run_1/final_congestion.png
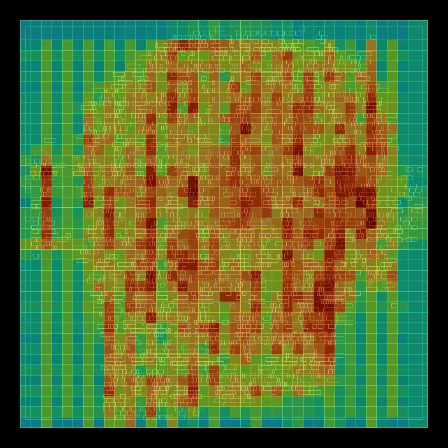
run_1/clock_map.png
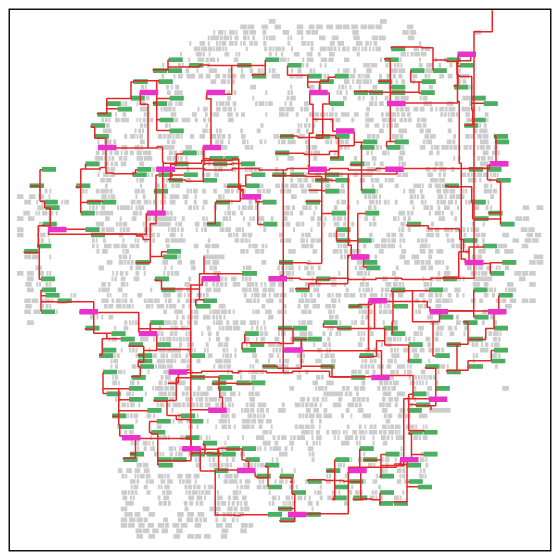
run_1/pdn.png
Bar = 100 um. Pins as bars on the die edge. Tap cells in gray.
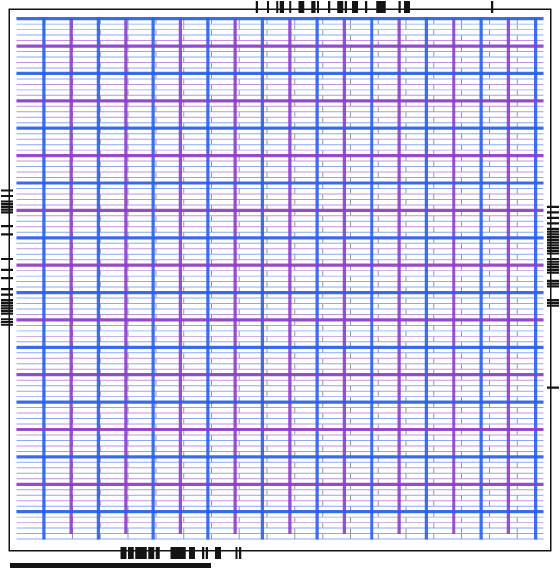
run_1/cell_classes.png
Bar = 100 um.
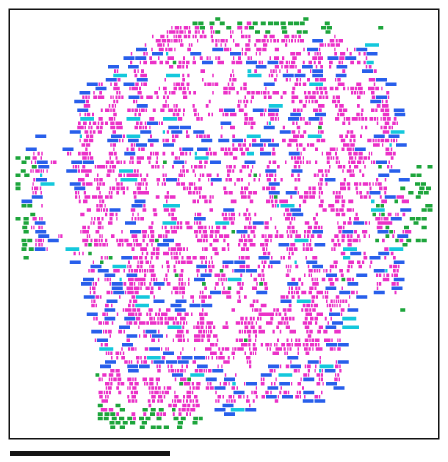
`src/rtl/ex_muldiv_unit.sv`:
```
// ---- ex_muldiv_unit : iterative RV32M multiply/divide for the EX stage ----
// ---- rev 1.0 : shift-add multiply, restoring divide, 1-cycle div fast paths ----
`default_nettype none

module ex_muldiv_unit #(
   parameter int XLEN = 32
) (
   input  logic            clk,
   input  logic            reset,
   input  logic            start_i,
   input  logic            flush_i,
   input  logic [2:0]      funct3_i,
   input  logic [XLEN-1:0] rs1_i,
   input  logic [XLEN-1:0] rs2_i,
   input  logic [4:0]      addr_rd_i,
   output logic [XLEN-1:0] result_o,
   output logic [4:0]      addr_rd_o,
   output logic            done_o,
   output logic            busy_o,
   output logic            stall_o
);

   localparam int CW = $clog2(XLEN) + 1;
   localparam logic [1:0] IDLE = 2'd0;
   localparam logic [1:0] CALC = 2'd1;
   localparam logic [1:0] DONE = 2'd2;

   logic [1:0]        state, state_nxt;
   logic [CW-1:0]     cnt;
   logic [2:0]        op;
   logic [4:0]        rd;
   logic              neg;
   logic [XLEN-1:0]   mcand, divisor, quo;
   logic [XLEN:0]     rem;
   logic [2*XLEN-1:0] acc;

   logic            accept, sgn_a, sgn_b, a_neg, b_neg, div_zero, ovf, fast, last;
   logic [XLEN-1:0] a_abs, b_abs, fast_res;

   assign accept   = start_i && !flush_i;
   assign sgn_a    = funct3_i[2] ? !funct3_i[0] : (funct3_i[1:0] != 2'b11);
   assign sgn_b    = funct3_i[2] ? !funct3_i[0] : !funct3_i[1];
   assign a_neg    = sgn_a && rs1_i[XLEN-1];
   assign b_neg    = sgn_b && rs2_i[XLEN-1];
   assign a_abs    = a_neg ? -rs1_i : rs1_i;
   assign b_abs    = b_neg ? -rs2_i : rs2_i;
   assign div_zero = (rs2_i == '0);
   assign ovf      = !funct3_i[0] && (rs1_i == {1'b1, {(XLEN-1){1'b0}}}) && (rs2_i == '1);
   assign fast     = funct3_i[2] && (div_zero || ovf);
   // Divide-by-zero outranks overflow; the two cannot coincide anyway.
   assign fast_res = div_zero ? (funct3_i[1] ? rs1_i : '1)
                              : (funct3_i[1] ? '0 : rs1_i);
   assign last     = (cnt == CW'(XLEN - 1));

   logic [XLEN:0]     msum, shifted, diff, rem_nxt;
   logic [2*XLEN-1:0] acc_nxt, prod_fix;
   logic [XLEN-1:0]   quo_nxt, mul_res, div_raw, div_res, final_res;

   // One shift-add and one shift-subtract step per cycle; op decides which is kept.
   assign msum      = {1'b0, acc[2*XLEN-1:XLEN]} + (acc[0] ? {1'b0, mcand} : '0);
   assign acc_nxt   = {msum, acc[XLEN-1:1]};
   assign shifted   = {rem[XLEN-1:0], quo[XLEN-1]};
   assign diff      = shifted - {1'b0, divisor};
   assign rem_nxt   = diff[XLEN] ? shifted : diff;
   assign quo_nxt   = {quo[XLEN-2:0], !diff[XLEN]};
   assign prod_fix  = neg ? -acc_nxt : acc_nxt;
   assign mul_res   = (op[1:0] == 2'b00) ? prod_fix[XLEN-1:0] : prod_fix[2*XLEN-1:XLEN];
   assign div_raw   = op[1] ? rem_nxt[XLEN-1:0] : quo_nxt;
   assign div_res   = neg ? -div_raw : div_raw;
   assign final_res = op[2] ? div_res : mul_res;

   always_ff @(posedge clk) begin
      if (reset) state <= IDLE;
      else       state <= state_nxt;
   end

   always_comb begin
      state_nxt = state;
      case (state)
         IDLE:    if (accept) state_nxt = fast ? DONE : CALC;
         CALC:    if (flush_i) state_nxt = IDLE;
                  else if (last) state_nxt = DONE;
         DONE:    state_nxt = IDLE;
         default: state_nxt = IDLE;
      endcase
   end

   always_comb begin
      busy_o  = (state != IDLE);
      done_o  = (state == DONE);
      stall_o = ((state == IDLE) && accept) || (state == CALC);
   end

   always_ff @(posedge clk) begin
      if (reset) begin
         cnt       <= '0;
         op        <= '0;
         rd        <= '0;
         neg       <= 1'b0;
         mcand     <= '0;
         divisor   <= '0;
         quo       <= '0;
         rem       <= '0;
         acc       <= '0;
         result_o  <= '0;
         addr_rd_o <= '0;
      end else begin
         case (state)
            IDLE: if (accept) begin
               op      <= funct3_i;
               rd      <= addr_rd_i;
               neg     <= (funct3_i[2] && funct3_i[1]) ? a_neg : (a_neg ^ b_neg);
               cnt     <= '0;
               mcand   <= a_abs;
               acc     <= {{XLEN{1'b0}}, b_abs};
               divisor <= b_abs;
               quo     <= a_abs;
               rem     <= '0;
               if (fast) begin
                  result_o  <= fast_res;
                  addr_rd_o <= addr_rd_i;
               end
            end
            CALC: if (!flush_i) begin
               cnt <= cnt + CW'(1);
               acc <= acc_nxt;
               rem <= rem_nxt;
               quo <= quo_nxt;
               if (last) begin
                  result_o  <= final_res;
                  addr_rd_o <= rd;
               end
            end
            default: ;
         endcase
      end
   end

endmodule

`default_nettype wire

```
`config.mk`:
```
export PLATFORM = sky130hd
export DESIGN_NAME = ex_muldiv_unit
export DESIGN_NICKNAME = d
export VERILOG_FILES = /design/src/rtl/ex_muldiv_unit.sv
export SDC_FILE = /design/constraint.sdc
export NUM_CORES = 1
export LEC_CHECK = 0
export CORE_MARGIN = 3
export CORE_UTILIZATION = 28
export DETAILED_ROUTE_END_ITERATION = 8
export HOLD_SLACK_MARGIN = 0.15
export PLACE_DENSITY = 0.53
export SKIP_CTS_REPAIR_TIMING = 1
export SLEW_MARGIN = 5
export SYNTH_ARGS = -nofsm -noshare
export SYNTH_HDL_FRONTEND = slang
export SYNTH_SLANG_ARGS = --single-unit
```
`constraint.sdc`:
```
create_clock -name clk -period 9.43 [get_ports clk]
set_input_delay 1.4145 -clock clk [delete_from_list [all_inputs] [get_ports clk]]
set_output_delay 1.4145 -clock clk [all_outputs]
set_load 0.02 [all_outputs]
```
==> results.yml, run 1 <==
# physical design summary
outcome:
  outcome: "completed"
final_timing:
  finalWorstSetupSlack_ns: 3.34
  drv_slew: 0
  max_freq_mhz: 164
  worst_slew_pin_slew_ns: 1.14
  rsz0062_at_grt: "false"
  finalSetupViolations: 0
  skew_ns: 0.0301
  finalCritPeriodShare_pct: 64.6
cts:
  path_clk_slew_ns: 0.06
  htreeDepth: 2
  clockRootBuffer: "clkbuf_16"
finish:
  ff_latch_area_mm2: 0.00493
  nNetsFinal: 2783
  drive_gt1_share_pct: 6.51
  syn_to_final_growth_pct: 15.6
  layout_top_cells: "nor2_1 (324), a21oi_1 (284), nand2_1 (268), dfxtp_1 (244), clkdlybuf4s50_1 (114)"
  comb_area_mm2: 0.0134
  largest_reg_flops: 64
  fillers: 7182
  final_cells: 3530
logic_synthesis:
  synthesis.nets: 2777
  topCellsByArea: "dfxtp_1 (26%), a21oi_1 (7.4%), nor2_1 (6.4%), nand2_1 (5.2%), ha_1 (4.6%)"
  synth_area_mm2: 0.0192
  ys_seq_share_pct: 25.6
  ys.flops: 246
  fa_ha_area_share_pct: 6.01
  ys_sh_aoi_pct: 30.3
  yosys.area_share.simple_pct: 24.3
  async_reset_ff_share_pct: 0
  top_area_share_pct: 25.6
  yosysTopAreaCell: "dfxtp_1"
  yosys_area_mm2: 0.0192
routing:
  viasPerCell: 5.88
  wl_met3_um: 6060
  wl_met1_um: 36700
  drc: 0
  top_layer_used: "met5"
  drt-initial-drc-count: 2013
  wl_per_cell_um: 24.0
setup_path:
  crit_fanout: 10
  required_ns: 9.88
  critical_path.slowest_cell: "a2111oi_4"
  critPathCaptureType: "flop"
  r2r_cells: 25
  startpoint_type: "flop"
  cp_data_arrival_time_ns: 6.55
  cp-startpoint: "quo[31]"
  crit_type: "flop to flop"
  r2r_start: "quo[31]"
  r2r_setup_slack_ns: 3.34
  r2r-end: "result_o[30]"
place:
  dpl.cell_count: 3471
  gp_congestion: 0.948
  post-place-ws_ns: 3.32
  io_buffers: 115
global_route:
  antenna_found_initial: 4
  use_met3_pct: 3.56
  grt_pass1_wl_um: 126000
  grt.overflow.total: 0
  grt_pass1_vias: 19343
  grt-busiest-layer: "met2"
  grt_max_degree: 104
power:
  combPwrFrac_pct: 24.6
  p_int_mw: 2.18
  p_seq_share_pct: 34.7
  pg_clk_mw: 1.35
  design_power_total_mw: 3.32
  switching_share_pct: 34.2
  p_switching_mw: 1.14
floorplanning:
  initial_core_util_pct: 28.4
run:
  maxCapViolations: 0
worst_hold_path:
  hold_path.class: "flop to flop"
-- final_congestion.png (at the start) --
fin util: 32.9%
met1 Use GR: 30.7%

-- clock_map.png (at the start) --
[green] flip-flops | count: 246
[magenta] cells driving clock nets | count: 35
[red] clock wires | length: 4760 um
flops lie	widely spread
clk_lat worst skew: 0.56 ns
clock group share of total power: 40.8%

-- pdn.png (at the start) --
color	net
purple	VDD
blue	VSS
met1 rails	96
tap cells	873
Worst VDD drop: 0.0903 mV
Core Region: 0.0676 mm^2
Die X: 268 um

-- cell_classes.png (at the start) --
color	class	cells
magenta	all other logic	2203
cyan	clock drivers and dummy loads	58
green	other buffers and delay cells	149
blue	flip-flops	246
cell area after layout: 0.0222 mm^2
# rows: 95

## run 1: final cells by class
cell class,count,share of cell area [%]
antenna,1,0.0112
clock buffer,47,4.47
clock inverter,11,0.619
inverter,64,1.08
multi-input combinational,2139,60.4
sequential,246,22.1
tap,873,4.91
timing repair buffer,149,6.34
## run 1: worst min-delay path by stage
stage | cells past startpoint | slack [ns] | to | from
2_1_floorplan | 2 | 0.43 | mcand[0] | mcand[0]
3_3_place_gp | 2 | 0.44 | mcand[10] | mcand[10]
3_5_place_dp | 2 | 0.44 | mcand[10] | mcand[10]
4_1_cts | 2 | 0.45 | mcand[10] | mcand[10]
5_1_grt | 2 | 0.47 | mcand[30] | mcand[30]
6_report | 2 | 0.45 | mcand[21] | mcand[21]
--- run 2 (diff from run 1) ---
clock period = 6.39 ns   (was 9.43 ns; I/O delays follow)
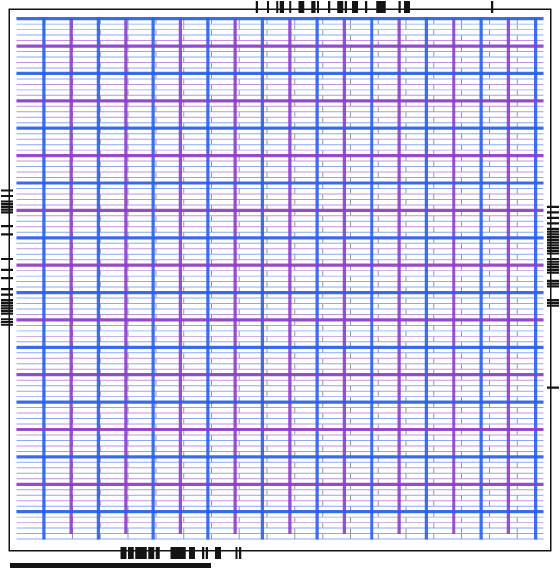
run_2/pdn.png
Bar = 100 um. Pins as bars on the die edge. Tap cells in gray.
color	net
blue	VSS
purple	VDD
signal pins	116
rows	95
Worst VDD drop: 0.137 mV
Die Y: 268 um

==> run 2 against run 1 <==
Effect of this change:
- first-iteration DRC count is 6.1% lower
- sequential share of layout area is essentially flat
- clock-buffer cell count shrank 1
- sequential power increased by 48%
- non-clock buffer count rose by 12
- clock skew is 0.0052 ns higher
- final area up 0.12%
- worst hold slack gained 0.00084 ns
- global-route usage shrank 0.44 points
- synthesized cell count did not move
- power up 44%
- critical path depth fell by 2
==> results.yml, run 2 <==
# physical design summary
outcome:
  outcome: "completed"
setup_path:
  cpPeakStageDelay_ns: 0.58
  crit_type: "flop to flop"
  crit_fanout: 10
  cp-startpoint: "quo[31]"
  critPathCaptureType: "flop"
  required_ns: 6.84
  critPathBufInv: 2
  r2r_setup_slack_ns: 0.74
  r2r-end: "result_o[30]"
  r2r_start: "quo[31]"
  cp_top_family: "simple AND/OR/NAND/NOR gates"
  startpoint_type: "flop"
  r2r_cells: 23
  cp_data_arrival_time_ns: 6.10
  critical_path.slowest_cell: "a2111o_1"
global_route:
  grt.overflow.total: 0
  met2_usage_pct: 37.2
  antenna_found_initial: 3
  grt_max_degree: 102
  grt_pass1_wl_um: 124000
  use_met3_pct: 2.98
  grt_pass1_vias: 19577
  grt-busiest-layer: "met2"
  grt_use_met1_pct: 29.7
  grtUsageTotal_pct: 22.6
finish:
  final_cells: 3541
  layout_top_cells: "nor2_1 (324), a21oi_1 (284), nand2_1 (268), dfxtp_1 (244), clkdlybuf4s50_1 (114)"
  ff_latch_area_mm2: 0.00493
  syn_to_final_growth_pct: 15.8
  comb_area_mm2: 0.0134
  drive_gt1_share_pct: 6.93
  largest_register: "acc"
  final_design_area_no_fill_mm2: 0.0223
  nNetsFinal: 2794
  fin_util_pct: 32.9
  antenna_cells: 0
  fillers: 7179
  largest_reg_flops: 64
routing:
  firstDrtPassIters: 8
  viasPerCell: 5.81
  drt-initial-drc-count: 1891
  wl_per_cell_um: 23.5
  vias: 20579
  drc: 0
logic_synthesis:
  flop_cell: "dfxtp_1"
  xor_area_share_pct: 6.60
  ys.flops: 246
  ys_cells: 2629
  ys_sh_mux_pct: 2.33
  yosys_area_mm2: 0.0192
  synth_area_mm2: 0.0192
  top_area_share_pct: 25.6
  yosys_warnings: 0
  yosys.area_share.simple_pct: 24.3
  syn_area_per_cell_um2: 7.32
  ys_seq_share_pct: 25.6
  synthCells: 2629
  yosysTopAreaCell: "dfxtp_1"
  synth.most_common_cell: "nor2_1"
  ys_top_cells_by_count: "nor2_1 (327), a21oi_1 (284), nand2_1 (268)"
  fa_ha_area_share_pct: 6.01
  ys_sh_aoi_pct: 30.3
  async_reset_ff_share_pct: 0
  synth_cell_types: 98
  topCellsByArea: "dfxtp_1 (26%), a21oi_1 (7.4%), nor2_1 (6.4%), nand2_1 (5.2%), ha_1 (4.6%)"
  synthesis.nets: 2777
  synth-edff-count: 0
cts:
  clockRootBuffer: "clkbuf_16"
  insertion_delay_ns: 0.56
  cts_tree: "done"
  clk_path_buf_depth: 3
  htreeDepth: 2
  path_clk_slew_ns: 0.06
final_timing:
  finalWorstSetupSlack_ns: 0.737
  rsz0062_at_grt: "false"
  finalSetupViolations: 0
  final_hold_viol_count: 0
  worst_slew_pin_slew_ns: 1.16
  max_freq_mhz: 177
  min_period_ns: 5.65
  drv_slew: 0
  finalCritPeriodShare_pct: 88.5
  skew_ns: 0.0353
power:
  design_power_total_mw: 4.79
  p_leak_nw: 8.19
place:
  gp_congestion: 0.945
  dpl.cell_count: 3483
  place_area_mm2: 0.0212
  io_buffers: 115
  post-place-ws_ns: 0.810
floorplanning:
  placement_rows: 95
  die_w_um: 268
  chip_area_mm2: 0.0719
  initial_core_util_pct: 28.4
  core_mm2: 0.0676
worst_hold_path:
  hold_path.class: "flop to flop"
  hold_depth: 2
  hold_start: "mcand[2]"
  worstHoldEndpoint: "mcand[2]"
run:
  maxCapViolations: 0
run 2: layout make-up:
type,count,area share [%]
Tap cell,873,4.90
Clock buffer,46,4.30
Sequential cell,246,22.1
Multi-Input combinational cell,2139,60.4
Clock inverter,12,0.511
Timing Repair Buffer,161,6.73
Inverter,64,1.08
run 2: power breakdown:
group          leakage, nW  switching (mW)  internal [mW]
registers             2.00          0.0963           1.60
clock network        0.536           0.768           1.13
logic                 5.65           0.777          0.418
run 2: worst min-delay path, cell delays in order (launching register included):
cell and delay, ns:
dfxtp_1 0.30, nand2_1 0.05, a21oi_1 0.05
run 2: layer usage:
metal  share of wire, %  up-vias  routed length [um]
li1                   -     9702                   -
met1                 44     9932               36500
met2                 46      770               38000
met3                6.0      173                5020
met4                4.6        2                3820
met5              0.016        -                  13
--- run 3 (diff from run 2) ---
PLACE_DENSITY = unset   (was 0.53)
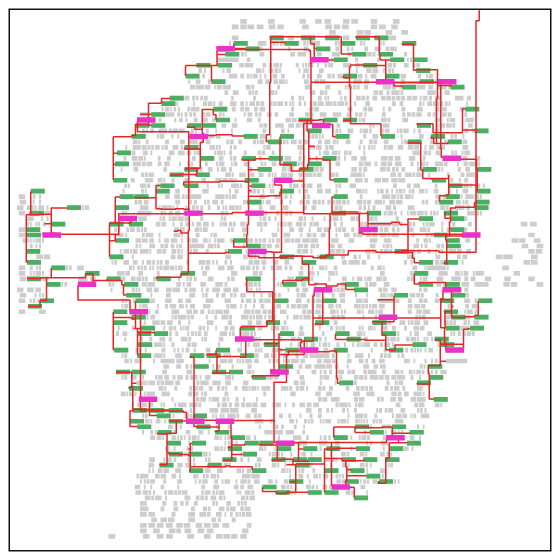
run_3/clock_map.png
[magenta] cells driving clock nets | count: 31
[green] flip-flops | count: 246
[red] clock wires | length: 4160 um
routed clock nets	32
clk_lat worst skew: 0.59 ns
clock group power: 1.88 mW

==> run 3 against run 2 <==
Effect of this change:
- global-route usage down 1.5 points
- critical path depth unchanged
- sequential power about the same
- final area down 0.10%
- clock skew down 0.0021 ns
- critical path type unchanged
- register-to-register slack better by 0.04 ns
- non-clock buffer count down 5
==> results.yml, run 3 <==
# physical design summary
outcome:
  outcome: "completed"
cts:
  path_clk_slew_ns: 0.06
  clockRootBuffer: "clkbuf_16"
  htreeDepth: 1
  clk_path_buf_depth: 3
finish:
  seq-cell-share_pct: 22.1
  n_clock_buffer: 47
  final_cells: 3536
  comb_area_mm2: 0.0134
  non_clock_inverter_count: 64
  ff_latch_area_mm2: 0.00493
  largest_reg_flops: 64
  clkCellAreaFrac_pct: 4.81
  largest_register: "acc"
  comb_share_pct: 60.4
  antenna_cells: 1
final_timing:
  min_period_ns: 5.62
  drv_slew: 0
  finalCritPeriodShare_pct: 87.9
  rsz0062_at_grt: "false"
  final_hold_viol_count: 0
  finalWorstSetupSlack_ns: 0.774
  max_freq_mhz: 178
  worst_slew_pin_slew_ns: 1.12
logic_synthesis:
  synth_cell_types: 98
  top_area_share_pct: 25.6
  syn_area_per_cell_um2: 7.32
  synth_area_mm2: 0.0192
  synth.most_common_cell: "nor2_1"
  ys_top_cells_by_count: "nor2_1 (327), a21oi_1 (284), nand2_1 (268)"
  async_reset_ff_share_pct: 0
  yosysTopAreaCell: "dfxtp_1"
  synthesis.nets: 2777
  ys.flops: 246
  flop_cell: "dfxtp_1"
  synthCells: 2629
run:
  maxCapViolations: 0
worst_hold_path:
  hold_depth: 2
global_route:
  antenna_found_initial: 2
  grt_pass1_wl_um: 117000
  grt_max_degree: 159
  use_met3_pct: 3.35
  grt_use_met1_pct: 28.0
routing:
  wl_met2_um: 34700
  firstDrtPassIters: 6
  drc: 0
  vias: 20451
  viasPerCell: 5.78
power:
  clock_power_share_pct: 39.5
  p_switching_mw: 1.59
  switching_share_pct: 33.5
  top_power_group: "the clock network"
  p_leak_nw: 8.16
setup_path:
  cp_data_arrival_time_ns: 6.08
  startpoint_type: "flop"
  cp_top_family: "simple AND/OR/NAND/NOR gates"
  crit_fanout: 10
  critical_path.slowest_cell: "a2111o_1"
place:
  gp_congestion: 0.979
  io_buffers: 115
floorplanning:
  taps: 873
==> run 3: cell counts after synthesis <==
No cell type changed its count.
==> run 3: cells by family after synthesis <==
| kind of cell | Yosys count | synth area share (%) |
|---|---|---|
| and+or+nand+nor | 978 | 24.3 |
| AOI/OAI and AO/OA | 879 | 30.3 |
| DFF | 246 | 25.6 |
| buffers and inverters | 244 | 4.91 |
| xor gates and xnor gates | 145 | 6.60 |
| adders and majority gates | 96 | 6.01 |
| muxes | 41 | 2.33 |
==> run 3: final timing paths <==
check / from / end / slack, ns
worst max-delay path: quo[31] / result_o[30] / 0.77
worst min-delay path: mcand[5] / mcand[5] / 0.45
worst max register to register: quo[31] / result_o[30] / 0.77
worst min register to register: mcand[5] / mcand[5] / 0.45
No activity file was given, so power comes from the tool's default toggle rates.
